### src/rtl/mmu_pkg.sv
// Shared constants for the segment MMU: CPU mode encodings and fault cause codes.
package mmu_pkg;
  localparam logic KERNEL_MODE = 1'b0;
  localparam logic USER_MODE   = 1'b1;

  localparam logic [1:0] FLT_NONE = 2'b00;
  localparam logic [1:0] FLT_IM   = 2'b01;
  localparam logic [1:0] FLT_DM   = 2'b10;
  localparam logic [1:0] FLT_SEL  = 2'b11;
endpackage

### src/rtl/mmu_seg_xlate.sv
// Combinational base+logical relocation with limit and overflow check for one address path.
module mmu_seg_xlate #(
  parameter int ADDR_W = 26
) (
  input  logic [ADDR_W-1:0] base,
  input  logic [ADDR_W-1:0] limit,
  input  logic [ADDR_W-1:0] logical,
  output logic [ADDR_W-1:0] phys,
  output logic              viol
);
  logic [ADDR_W:0] sum;

  always_comb begin
    sum  = {1'b0, base} + {1'b0, logical};
    phys = sum[ADDR_W-1:0];
    // The limit is inclusive; wrapping past the top of memory is a violation too.
    viol = (logical > limit) || sum[ADDR_W];
  end
endmodule

### src/rtl/mmu_seg.sv
// Base/limit segment MMU: per-process IM/DM segment table, mode register and sticky fault latch.
module mmu_seg
  import mmu_pkg::*;
#(
  parameter int ADDR_W   = 26,
  parameter int NUM_PROC = 16,
  parameter int SEL_W    = $clog2(NUM_PROC)
) (
  input  logic              clk,
  input  logic              rst,
  input  logic              we_base_im,
  input  logic              we_lim_im,
  input  logic              we_base_dm,
  input  logic              we_lim_dm,
  input  logic              we_sel,
  input  logic [31:0]       sel,
  input  logic [31:0]       wdata,
  input  logic              user_mode,
  input  logic              kernel_mode,
  input  logic              inta,
  input  logic [ADDR_W-1:0] im_addr_in,
  input  logic              dm_req,
  input  logic [ADDR_W-1:0] dm_addr_in,
  input  logic              fault_ack,
  output logic [ADDR_W-1:0] im_addr_out,
  output logic [ADDR_W-1:0] dm_addr_out,
  output logic              is_user,
  output logic              fault,
  output logic [1:0]        fault_code,
  output logic [ADDR_W-1:0] fault_addr
);
  logic [ADDR_W-1:0] base_im_q [NUM_PROC];
  logic [ADDR_W-1:0] base_im_d [NUM_PROC];
  logic [ADDR_W-1:0] lim_im_q  [NUM_PROC];
  logic [ADDR_W-1:0] lim_im_d  [NUM_PROC];
  logic [ADDR_W-1:0] base_dm_q [NUM_PROC];
  logic [ADDR_W-1:0] base_dm_d [NUM_PROC];
  logic [ADDR_W-1:0] lim_dm_q  [NUM_PROC];
  logic [ADDR_W-1:0] lim_dm_d  [NUM_PROC];

  logic [SEL_W-1:0]  sel_q, sel_d;
  logic              sel_bad_q, sel_bad_d;
  logic              mode_q, mode_d;
  logic              fault_q, fault_d;
  logic [1:0]        fault_code_q, fault_code_d;
  logic [ADDR_W-1:0] fault_addr_q, fault_addr_d;
  logic [ADDR_W-1:0] im_out_q, im_out_d;
  logic [ADDR_W-1:0] dm_out_q, dm_out_d;

  logic [SEL_W-1:0]  idx;
  logic [ADDR_W-1:0] im_phys, dm_phys;
  logic              im_xviol, dm_xviol;
  logic              user, im_viol, dm_viol, capture;
  logic              unused_wdata;

  assign unused_wdata = ^wdata[31:ADDR_W];

  // A bad selector still indexes something; park it on slot 0 so the lookup stays in range.
  assign idx = sel_bad_q ? '0 : sel_q;

  mmu_seg_xlate #(.ADDR_W(ADDR_W)) u_xlate_im (
    .base    (base_im_q[idx]),
    .limit   (lim_im_q[idx]),
    .logical (im_addr_in),
    .phys    (im_phys),
    .viol    (im_xviol)
  );

  mmu_seg_xlate #(.ADDR_W(ADDR_W)) u_xlate_dm (
    .base    (base_dm_q[idx]),
    .limit   (lim_dm_q[idx]),
    .logical (dm_addr_in),
    .phys    (dm_phys),
    .viol    (dm_xviol)
  );

  always_comb begin
    base_im_d = base_im_q;
    lim_im_d  = lim_im_q;
    base_dm_d = base_dm_q;
    lim_dm_d  = lim_dm_q;
    if (!sel_bad_q) begin
      if (we_base_im) base_im_d[sel_q] = wdata[ADDR_W-1:0];
      if (we_lim_im)  lim_im_d[sel_q]  = wdata[ADDR_W-1:0];
      if (we_base_dm) base_dm_d[sel_q] = wdata[ADDR_W-1:0];
      if (we_lim_dm)  lim_dm_d[sel_q]  = wdata[ADDR_W-1:0];
    end
  end

  always_comb begin
    sel_d     = sel_q;
    sel_bad_d = sel_bad_q;
    if (we_sel) begin
      sel_d     = sel[SEL_W-1:0];
      sel_bad_d = (sel >= 32'(NUM_PROC));
    end
  end

  always_comb begin
    user    = (mode_q == USER_MODE);
    im_viol = user && (sel_bad_q || im_xviol);
    dm_viol = user && dm_req && (sel_bad_q || dm_xviol);
    // A violation landing together with fault_ack replaces the acknowledged fault.
    capture = (im_viol || dm_viol) && (!fault_q || fault_ack);

    im_out_d = !user ? im_addr_in : (im_viol ? '0 : im_phys);
    dm_out_d = !user ? dm_addr_in : (dm_viol ? '0 : dm_phys);

    mode_d = mode_q;
    if (capture || kernel_mode || inta) mode_d = KERNEL_MODE;
    else if (user_mode)                 mode_d = USER_MODE;

    fault_d      = fault_q;
    fault_code_d = fault_code_q;
    fault_addr_d = fault_addr_q;
    if (capture) begin
      fault_d      = 1'b1;
      fault_code_d = sel_bad_q ? FLT_SEL : (im_viol ? FLT_IM : FLT_DM);
      fault_addr_d = im_viol ? im_addr_in : dm_addr_in;
    end else if (fault_ack) begin
      fault_d      = 1'b0;
      fault_code_d = FLT_NONE;
      fault_addr_d = '0;
    end
  end

  always_ff @(posedge clk or posedge rst) begin
    if (rst) begin
      for (int i = 0; i < NUM_PROC; i++) begin
        base_im_q[i] <= '0;
        lim_im_q[i]  <= '0;
        base_dm_q[i] <= '0;
        lim_dm_q[i]  <= '0;
      end
      sel_q        <= '0;
      sel_bad_q    <= 1'b0;
      mode_q       <= KERNEL_MODE;
      fault_q      <= 1'b0;
      fault_code_q <= FLT_NONE;
      fault_addr_q <= '0;
      im_out_q     <= '0;
      dm_out_q     <= '0;
    end else begin
      base_im_q    <= base_im_d;
      lim_im_q     <= lim_im_d;
      base_dm_q    <= base_dm_d;
      lim_dm_q     <= lim_dm_d;
      sel_q        <= sel_d;
      sel_bad_q    <= sel_bad_d;
      mode_q       <= mode_d;
      fault_q      <= fault_d;
      fault_code_q <= fault_code_d;
      fault_addr_q <= fault_addr_d;
      im_out_q     <= im_out_d;
      dm_out_q     <= dm_out_d;
    end
  end

  assign im_addr_out = im_out_q;
  assign dm_addr_out = dm_out_q;
  assign is_user     = mode_q;
  assign fault       = fault_q;
  assign fault_code  = fault_code_q;
  assign fault_addr  = fault_addr_q;
endmodule

### config.mk
export PLATFORM = sky130hd
export DESIGN_NAME = mmu_seg
export DESIGN_NICKNAME = d
export VERILOG_FILES = /design/src/rtl/mmu_pkg.sv /design/src/rtl/mmu_seg_xlate.sv /design/src/rtl/mmu_seg.sv
export SDC_FILE = /design/constraint.sdc
export NUM_CORES = 2
export LEC_CHECK = 0
export CAP_MARGIN = 10
export CELL_PAD_IN_SITES_DETAIL_PLACEMENT = 2
export CELL_PAD_IN_SITES_GLOBAL_PLACEMENT = 2
export CORE_ASPECT_RATIO = 0.5
export CORE_MARGIN = 10
export CORE_UTILIZATION = 41
export CTS_BUF_LIST = sky130_fd_sc_hd__clkbuf_4
export CTS_CLUSTER_SIZE = 30
export DETAILED_ROUTE_END_ITERATION = 10
export PLACE_DENSITY = 0.8
export SLEW_MARGIN = 20
export SYNTH_ARGS = -nofsm -noshare
export SYNTH_HDL_FRONTEND = slang
export SYNTH_SLANG_ARGS = --single-unit
### constraint.sdc
create_clock -name clk -period 64.4 [get_ports clk]
set_clock_uncertainty 0.05 [all_clocks]
set_input_delay 12.88 -clock clk [delete_from_list [all_inputs] [get_ports clk]]
set_output_delay 12.88 -clock clk [all_outputs]
set_load 0.1 [all_outputs]
==> metrics.yaml <==
flow_run:
  maxCapViolations: 0
yosys:
  synth.most_common_cell: "mux2_2"
  ys_sh_aoi_pct: 8.908
  common_cells: "mux2_2, dfrtp_1, clkbuf_1"
  top_cell_area_share_pct: 52.41
sta:
  tightest_slew_ns: 1.338
  whs_ns: 0.4549
  hold_violations: 0
clock_tree:
  cts_num_sinks: 1751
  cts_max_level: 5
worst_setup_path:
  slowest_delay_ns: 0.74
  crit_type: "input pin to flop"
  worst_path_max_delay_cell: "nor3_4"
power_and_ir_drop:
  p_sw_share_pct: 29.96
  finalPower_w: 0.002308
  power.density_nw_per_um2: 24.74
  power_leakage_nw: 46.87
  irDropWorstVdd_uv: 13.60
layout:
  nets: 6988
  nClkBuffers: 602
  clkCellAreaFrac_pct: 5.385
  flops: 1751
placement:
  gp_congestion: 0.8972
  dp_hpwl_microns: 186400
drt:
  wl_met2_microns: 157200
  viasPerCell: 6.255
  drc: 0
status:
  status: "complete, no violations"
global_route:
  grt_pass1_wl_microns: 489900
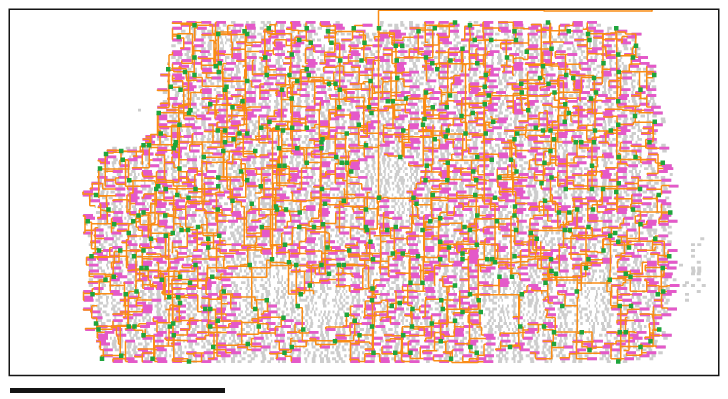
*Routed clock nets over the placement*
Bar = 200 microns.
Key: orange = clock wires [length 29.8 mm]; magenta = flip-flops [count 1,751]; green = clock-net drivers [count 427]
Position of the flops: all over the die. There are 428 routed clock nets.
clock network power share: 40.8%
clock group power: 0.000941 W
Late-Pin Clk Latency: 1.28 ns

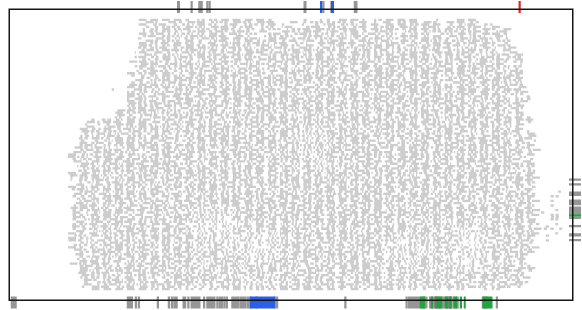
*Ports around the boundary*
Pins as bars across the die edge, other pins in gray.
Key: blue = sel [pins 32, direction input, edge 29 bottom, 3 top]; red = clk [pins 1, direction input, edge top]; magenta = fault_code [pins 2, direction output, edge bottom]; green = dm_addr_out [pins 26, direction output, edge 25 bottom, 1 right]
die height: 339.3 microns
Die X: 658.6 microns
Port Buffer Count: 203

Power and IR drop assume default switching activity.
